--- src/rtl/key_irq_core.sv ---
// Keyboard interrupt/status stage: KBCODE latch, key/break IRQ pending flags,
// keyboard overrun and the SKSTAT shift/key-down mirror, plus combined IRQ.
module key_irq_core (
  input  logic       clk,
  input  logic       reset,
  input  logic       enn,
  input  logic       setKey,
  input  logic       setBreak,
  input  logic       keyDown,
  input  logic       kShift,
  input  logic [7:0] D,
  input  logic       irqEnWr,
  input  logic [1:0] irqEnData,
  input  logic       skResWr,
  output logic [7:0] kbcode,
  output logic       irqstKeyN,
  output logic       irqstBrkN,
  output logic       skKbOvrN,
  output logic       skShiftN,
  output logic       skKeyDnN,
  output logic       irqN
);

  logic [1:0] irqEn;
  logic       keyPendN, brkPendN, ovrN, shiftN, keyDnN;
  logic       kev, bev;
  logic       keyPendN_nx, brkPendN_nx, ovrN_nx;

  assign kev = setKey & enn;
  assign bev = setBreak & enn;

  // Events use the pre-write enable; a disabling write overrides an event in
  // the same cycle. Overrun sees the prior pending flag and beats SKRES.
  always_comb begin
    keyPendN_nx = keyPendN;
    brkPendN_nx = brkPendN;
    ovrN_nx     = ovrN;
    if (kev && irqEn[1]) keyPendN_nx = 1'b0;
    if (bev && irqEn[0]) brkPendN_nx = 1'b0;
    if (irqEnWr && !irqEnData[1]) keyPendN_nx = 1'b1;
    if (irqEnWr && !irqEnData[0]) brkPendN_nx = 1'b1;
    if (skResWr) ovrN_nx = 1'b1;
    if (kev && !keyPendN) ovrN_nx = 1'b0;
  end

  always_ff @(posedge clk) begin
    if (reset) begin
      kbcode   <= 8'h00;
      irqEn    <= 2'b00;
      keyPendN <= 1'b1;
      brkPendN <= 1'b1;
      ovrN     <= 1'b1;
      shiftN   <= 1'b1;
      keyDnN   <= 1'b1;
    end else begin
      if (kev) kbcode <= D;
      if (irqEnWr) irqEn <= irqEnData;
      keyPendN <= keyPendN_nx;
      brkPendN <= brkPendN_nx;
      ovrN     <= ovrN_nx;
      if (enn) begin
        shiftN <= ~kShift;
        keyDnN <= ~keyDown;
      end
    end
  end

  assign irqstKeyN = keyPendN;
  assign irqstBrkN = brkPendN;
  assign skKbOvrN  = ovrN;
  assign skShiftN  = shiftN;
  assign skKeyDnN  = keyDnN;
  assign irqN      = keyPendN & brkPendN;

endmodule
--- config.mk ---
export PLATFORM = sky130hd
export DESIGN_NAME = key_irq_core
export DESIGN_NICKNAME = d
export VERILOG_FILES = /design/src/rtl/key_irq_core.sv
export SDC_FILE = /design/constraint.sdc
export NUM_CORES = 1
export LEC_CHECK = 0
export CAP_MARGIN = 10
export CORE_MARGIN = 2
export CORE_UTILIZATION = 40
export DETAILED_ROUTE_END_ITERATION = 8
export HOLD_SLACK_MARGIN = 0.03
export PLACE_DENSITY = 0.84
export SLEW_MARGIN = 20
export SYNTH_ARGS = -nofsm -noshare
export SYNTH_HDL_FRONTEND = slang
export SYNTH_SLANG_ARGS = --single-unit
--- constraint.sdc ---
create_clock -name clk -period 2.36 [get_ports clk]
set_input_delay 0.472 -clock clk [delete_from_list [all_inputs] [get_ports clk]]
set_output_delay 0.472 -clock clk [all_outputs]
set_load 0.02 [all_outputs]
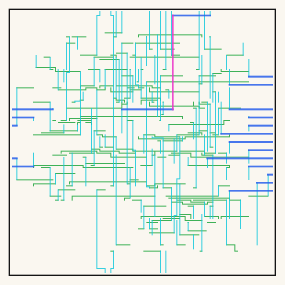
run_1/metal_stack.png
(6 px per um)
legend:
  met4:
    color: magenta
    wire_length: 15.6 um
  met3:
    color: blue
    wire_length: 100 um
  met2:
    color: cyan
    wire_length: 662 um
  met1:
    color: green
    wire_length: 572 um

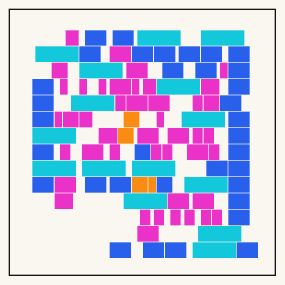
run_1/cell_classes.png
(6 px per um)
legend:
  other buffers and delay cells:
    color: blue
    cells: 34
    share_of_their_area: 35%
  all other logic:
    color: magenta
    cells: 44
    share_of_their_area: 31%
  clock drivers and dummy loads:
    color: orange
    cells: 4
    share_of_their_area: 2.7%
  flip-flops:
    color: cyan
    cells: 15
    share_of_their_area: 31%

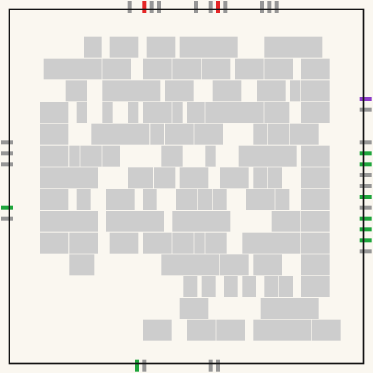
run_1/pins.png
(8 px per um) Pins as bars across the die edge, other pins in gray.
legend:
  irqEnData:
    color: red
    pins: 2
    direction: input
    edge: top
  kbcode:
    color: green
    pins: 8
    direction: output
    edge: 6 right, 1 bottom, 1 left
  skKbOvrN:
    color: purple
    pins: 1
    direction: output
    edge: right
all pins by edge: 13 right, 11 top, 5 left, 4 bottom

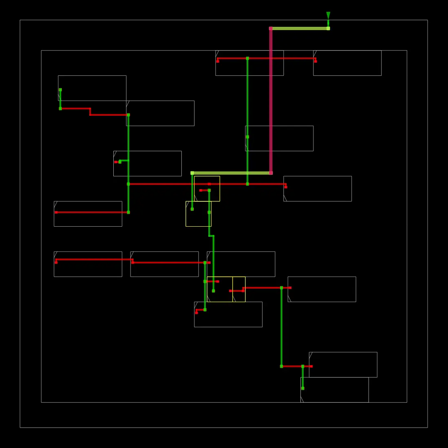
run_1/final_clocks.png
FF+latch count: 15
Worst-Skew Late Latency: 270 ps
Clock Power: 137 uW

==> results.toml, run 1 <==
# generated from flow reports
[clock_network]
cts_tree = "built"
numClockSinks = 15
cts.repair.resized = 0
cts_buffers = 3
clockBufferDepth = 2
postCtsSetupRepairBufs = 0
htreeDepth = 1

[worst_hold_path]
min_path_cells = 2
holdPathEnd = "irqEn[0]$_SDFFE_PP0P_"

[detailed_routing]
post-route-drc-count = 0
top_layer = "met4"
drt-pass1-iter-count = 1
vias = 562
vias_per_cell = 4.973
antenna_left = 0
drt_iter0_markers = 0
avgRoutedWirePerCell_um = 11.95
wl_um = 1350
wl_met1_um = 572

[finish]
buf_share = 0.3418
nClkBuffers = 4
comb_share = 0.2972
buffers = 34
fin_util = 0.6512
drive_gt1_frac = 0.09278
post-route-cell-area_sq_um = 980.9
final-clk-cell-share = 0.02679
diodes = 0
fill_cells = 139
largestRegisters = "kbcode (8), irqEn (2)"
logic_area_sq_um = 291.5
nNetsFinal = 117
regArea_sq_um = 300.3
inverters_excl_clock = 2
area_growth_pct = 52.53
largest_register = "kbcode"
instances_no_fill = 113
largest_reg_flops = 8

[die]
die_area_sq_um = 1944
ios = 33
fp.dieW_um = 44.10
core_sq_um = 1506
row_count = 14

[synthesis]
edf_count = 0
yosysTopAreaCell = "dfxtp_1"
synth_flop_count = 15
synth.area.top_cells = "dfxtp_1, a21bo_1, nand3_1, buf_6, a21oi_1"
post-synth-top-count-cell = "dfxtp_1"
yosysCellCount = 64
ys.flop_type = "dfxtp_1"
yosysWarnings = 0
syn_area_sq_um = 643.1
ys_top_logic_family = "AND-OR/OR-AND gates"
ys_sh_xor = 0
synth_simple_gate_area_share = 0.1576
fp_nets = 83
yosys_area_sq_um = 643.1
synthArstFlopShare = 0
synth_cell_type_count = 19
top_area_frac = 0.4669
ys_top_cells_by_count = "dfxtp_1, nand3_1, a21bo_1"
adder_share = 0
synth.avg_cell_area_sq_um = 10.05

[setup_path]
critical_path.cell_chain = "and2_1 > clkdlybuf4s50_1"
critPathLaunch = "irqstKeyN$_SDFFE_PP1P_"
crit_type = "flop to output port"
crit_path_start_kind = "flop"
path_delay_family = "buffers and inverters"
cpPeakStageDelay_ps = 600
crit_buf_inv = 1
reg2reg_to = "skKeyDnN$_SDFFE_PP1P_"
critPathCaptureType = "output port"
slowest_stage = "clkdlybuf4s50_1"
crit_end = "irqN"
critPathMaxFanout = 4
reg2reg_depth = 2

[sta]
final-setup-viol-count = 0
relSlewSlack = 0.6270
hold_ws_ps = 515.8
tightest_slew_ps = 557.7
finalCritPeriodShare = 0.7785
finalMaxSlewViolations = 0
finalSetupTns_ps = 0
fin_skew_ps = 0.1124

[power_and_ir_drop]
power_density_nw_per_um2 = 515.8
irDropWorstVdd_uv = 366.0

[global_routing]
grt_util_met3 = 0.04490
antenna_found_initial = 0
grt_max_degree = 16
grt_pass1_vias = 508

[job]
maxCapViolations = 0

[placement]
gp_congestion = 0.7465
place_area_sq_um = 954.7
dp_hpwl_um = 1066

[run_status]
status = "complete, no violations"
==> run 1: cells in the final DEF, fill, tap and decap left out <==
cell type	synthesis	layout
a221o_1	2	2
dfxtp_1	15	15
mux2i_1	2	2
a21oi_1	6	6
and3b_1	1	1
nor2_1	3	3
inv_1	2	2
buf_4	0	2
or2_2	1	1
clkbuf_1	0	1
a21oi_2	2	2
nand3_2	1	1
clkbuf_4	0	3
a21o_1	2	2
nand2_1	2	2
and2_1	1	1
clkdlybuf4s50_1	0	32
or2_1	1	1
o21bai_1	1	1
nand3_1	9	9
a21bo_1	8	8
==> run 1: power breakdown <==
| group | leakage [nW] | switching, mW | internal (mW) |
|---|---|---|---|
| Clock | 0.0150 | 0.0719 | 0.0653 |
| Sequential | 0.123 | 0.00550 | 0.264 |
| Combinational | 0.247 | 0.0415 | 0.0579 |
run_1/density.png
(8 px per um) 9 x 9 tiles, from black (low) to pale yellow (high), 0 to 100% covered.
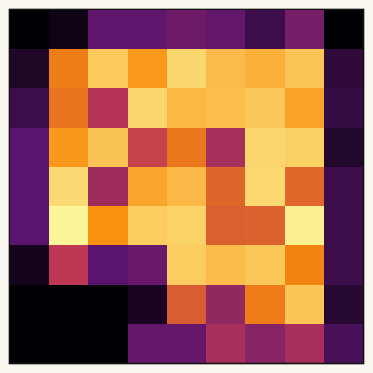

==> run 1 -> run 2 <==
- CORE_UTILIZATION: 40 -> 38
- PLACE_DENSITY: 0.84 -> 0.8
- clock period: 2.36 -> 1.73 ns (I/O delays scaled with it)
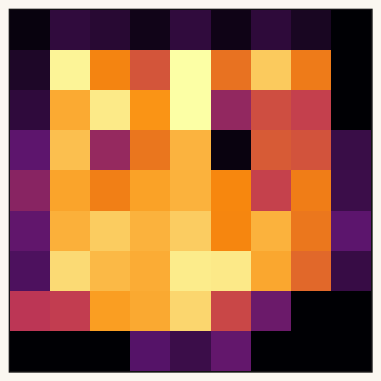
run_2/density.png
(8 px per um) 9 x 9 tiles, from black (low) to pale yellow (high), 0 to 100% covered.
nearly empty tiles: 14%
mean over tiles: 48%
tiles over 75% full: 32%
CORE AREA: 1541 sq um
post-layout util: 0.6510

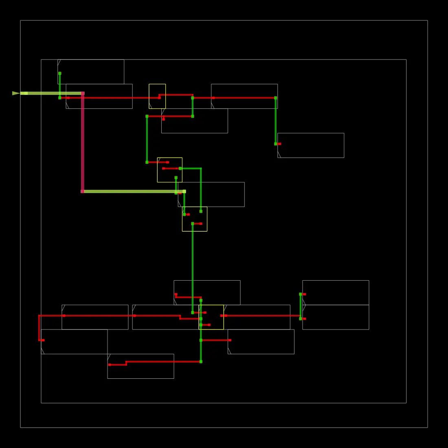
run_2/final_clocks.png
total CTS buffers: 3
Clock Power: 190 uW
Sink Count: 15

==> results.toml, run 2 <==
# generated from flow reports
[power_and_ir_drop]
seq-power_uw = 368
power_switching_uw = 170.0
pwr-share-clk = 0.272
pg_comb_uw = 141
power_density_nw_per_um2 = 695.7
internal_power_uw = 528.1
top_power_group = "sequential cells"
irDropWorstVdd_uv = 651.6

[synthesis]
ys.flop_type = "dfxtp_1"
syn_area_sq_um = 643.1
adder_share = 0
synth.area.top_cells = "dfxtp_1, a21bo_1, nand3_1, buf_6, a21oi_1"
ys_top_cells_by_count = "dfxtp_1, nand3_1, a21bo_1"
yosys_area_sq_um = 643.1
yosysTopAreaCell = "dfxtp_1"
yosysCellCount = 64
synth_simple_gate_area_share = 0.1576
synthArstFlopShare = 0
yosysWarnings = 0
ys_top_logic_family = "AND-OR/OR-AND gates"
top_area_frac = 0.4669
fp_nets = 83

[detailed_routing]
vias = 587
post-route-drc-count = 0
wl_um = 1420
drt-pass1-iter-count = 2
wl_met1_um = 680
top_layer = "met4"
vias_per_cell = 5.060

[finish]
largestRegisters = "kbcode (8), irqEn (2)"
mostFrequentLayoutCell = "clkdlybuf4s50_1"
nNetsFinal = 120
drive_gt1_frac = 0.1300
instances_no_fill = 116
layout_top_cells = "clkdlybuf4s50_1, dfxtp_1, nand3_1"
regArea_sq_um = 300.3
largest_register = "kbcode"
post-route-cell-area_sq_um = 1003

[clock_network]
cts_tree = "built"

[sta]
tightest_slew_ps = 345.5
relSlewSlack = 0.7690
final-setup-viol-count = 0
hold_ws_ps = 503.9
finalSetupTns_ps = 0
finalMaxSlewViolations = 0
fin_skew_ps = 0.8658

[global_routing]
grt_util_met3 = 0.02800
grt_max_degree = 11
antenna_found_initial = 0

[worst_hold_path]
holdPathEnd = "irqEn[0]$_SDFFE_PP0P_"
min_path_cells = 2

[run_status]
status = "complete, no violations"

[die]
fp.dieW_um = 45.14
ios = 33
die_area_sq_um = 2038

[placement]
place_area_sq_um = 977.2

[setup_path]
slowest_stage = "clkdlybuf4s50_1"
crit_path_start_kind = "flop"
crit_end = "irqstKeyN"
critPathCaptureType = "output port"
crit_buf_inv = 1
reg2reg_depth = 2
reg2reg_to = "skKeyDnN$_SDFFE_PP1P_"
critical_path.cell_chain = "clkdlybuf4s50_1"
cpPeakStageDelay_ps = 630

[job]
maxCapViolations = 0
run 2: cell families after synthesis:
group                  Yosys count
flip-flops                      15
AND-OR/OR-AND                   21
AND/OR/NAND/NOR                 19
buffers and inverters            7
multiplexers                     2
run 2: area by class of cell:
| cell class | instances | area share |
|---|---|---|
| Inverter | 2 | 0.007481 |
| Clock inverter | 1 | 0.004988 |
| Multi-Input combinational cell | 42 | 0.2905 |
| Timing Repair Buffer | 37 | 0.3554 |
| Tap cell | 16 | 0.01995 |
| Clock buffer | 3 | 0.02244 |
| Sequential cell | 15 | 0.2993 |
run 2: what timing repair did:
action                                 in CTS  in global routing
gates resized                               1                  0
buffers inserted                            0                  0
setup endpoints to repair                   1                  0
endpoints found under the hold margin       0                  0
run_2/metal_stack.png
(6 px per um)
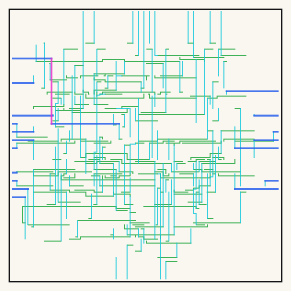

==> run 2 -> run 3 <==
- CORE_UTILIZATION: 38 -> 40
- DONT_BUFFER_PORTS: unset -> 1
- GPL_TIMING_DRIVEN: unset -> 1
- PLACE_DENSITY: 0.8 -> 0.57
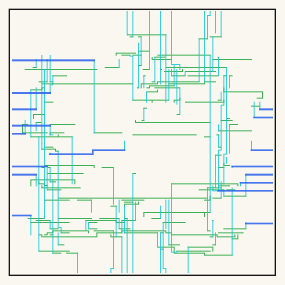
run_3/metal_stack.png
(6 px per um)
legend:
  met3:
    color: blue
    wire_length: 95.9 um
  met1:
    color: green
    wire_length: 497 um
  met2:
    color: cyan
    wire_length: 540 um

==> results.toml, run 3 <==
# generated from flow reports
[run_status]
status = "complete, no violations"

[die]
die_area_sq_um = 1944
core_sq_um = 1506
fp_util = 0.4269
fp.dieW_um = 44.10
row_count = 14

[synthesis]
post-synth-top-count-cell = "dfxtp_1"
ys.flop_type = "dfxtp_1"
yosysCellCount = 64
yosysTopAreaCell = "dfxtp_1"
synth_cell_type_count = 19
ys_top_cells_by_count = "dfxtp_1, nand3_1, a21bo_1"
ys_top_logic_family = "AND-OR/OR-AND gates"
yosysWarnings = 0
fp_nets = 83
synth.avg_cell_area_sq_um = 10.05
synthArstFlopShare = 0
syn_area_sq_um = 643.1
ys_sh_xor = 0
adder_share = 0
yosys_area_sq_um = 643.1
synth_simple_gate_area_share = 0.1576
synth.area.top_cells = "dfxtp_1, a21bo_1, nand3_1, buf_6, a21oi_1"
edf_count = 0

[finish]
diodes = 0
area_growth_pct = 0.3890
largest_reg_flops = 8
fill_cells = 155
regArea_sq_um = 300.3
instances_no_fill = 79
largestRegisters = "kbcode (8), irqEn (2)"
logic_area_sq_um = 291.5
largest_register = "kbcode"
post-route-cell-area_sq_um = 645.6
layout_top_cells = "dfxtp_1, nand3_1, a21bo_1"
nNetsFinal = 83
drive_gt1_frac = 0.1111

[power_and_ir_drop]
clk-power_uw = 191
pwr-share-clk = 0.315
pg_comb_uw = 31.4
p_sw_frac = 0.2246
p_comb_frac = 0.052
power_density_nw_per_um2 = 938.5
p_seq_frac = 0.633
seq-power_uw = 384
irDropWorstVdd_uv = 542.1
internal_power_uw = 469.8

[clock_network]
numClockSinks = 15
htreeDepth = 1
postCtsSetupRepairBufs = 0
cts.repair.resized = 0
cts_tree = "built"
clockBufferDepth = 2

[placement]
dp_hpwl_um = 772.2
place_area_sq_um = 619.3

[detailed_routing]
vias = 447
top_layer = "met3"
avgRoutedWirePerCell_um = 14.34
wl_um = 1133
post-route-drc-count = 0
wl_met1_um = 497
drt-pass1-iter-count = 4
antenna_left = 0

[global_routing]
grt_pass1_vias = 447
grt_util_met3 = 0.07347
grt_max_degree = 24

[setup_path]
crit_path_start_kind = "flop"
crit_buf_inv = 0
cpPeakStageDelay_ps = 490
critPathCaptureType = "output port"
path_delay_family = "flip-flops"
reg2reg_to = "skKeyDnN$_SDFFE_PP1P_"
critical_path.cell_chain = "and2_1"
critPathLaunch = "irqstKeyN$_SDFFE_PP1P_"
crit_type = "flop to output port"
reg2reg_depth = 2
critPathMaxFanout = 4

[sta]
finalSetupTns_ps = 0
relSlewSlack = 0.8122
hold_ws_ps = 127.2
finalMaxSlewViolations = 0
fin_skew_ps = 0.7028
tightest_slew_ps = 281.4

[job]
maxCapViolations = 0

[worst_hold_path]
min_path_cells = 1
holdPathEnd = "kbcode[4]$_SDFFE_PP0N_"
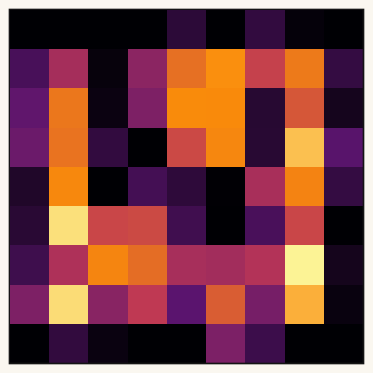
run_3/density.png
(8 px per um) 9 x 9 tiles, from black (low) to pale yellow (high), 0 to 100% covered.
emptiest ninth of the die: upper left
tiles over 75% full: 7.4%
mean over tiles: 32%

run 3: cell types whose count changed in the layout (fill, tap and decap cells not counted):
cell	delta
clkinv_2	-1
clkbuf_1	+1
dlygate4sd2_1	-1
buf_4	-5
clkdlybuf4s50_1	-31
run 3: area by class of cell:
type                    count  share of cell area
multi-input cells          42              0.4516
clock buffers               4             0.04070
flip-flops and latches     15              0.4651
inverters                   2             0.01163
well taps                  16             0.03101
run 3: worst max-delay path by stage:
stage / to / slack [ps]
after global routing: irqN / 260
after floorplan: irqN / 670
after detailed placement: irqN / 630
after CTS: irqN / 310
final: irqN / 340
after global placement: irqN / 640
run 3: stage by stage:
stage	setup WS, ps	util
after detailed placement	635.0	0.4111
after global placement	644.9	0.4111
after floorplan	672.7	-
final	335.8	0.4286
after CTS	314.8	0.4286
after global routing	260.8	0.4286
Power is estimated from default activity; no workload was simulated.
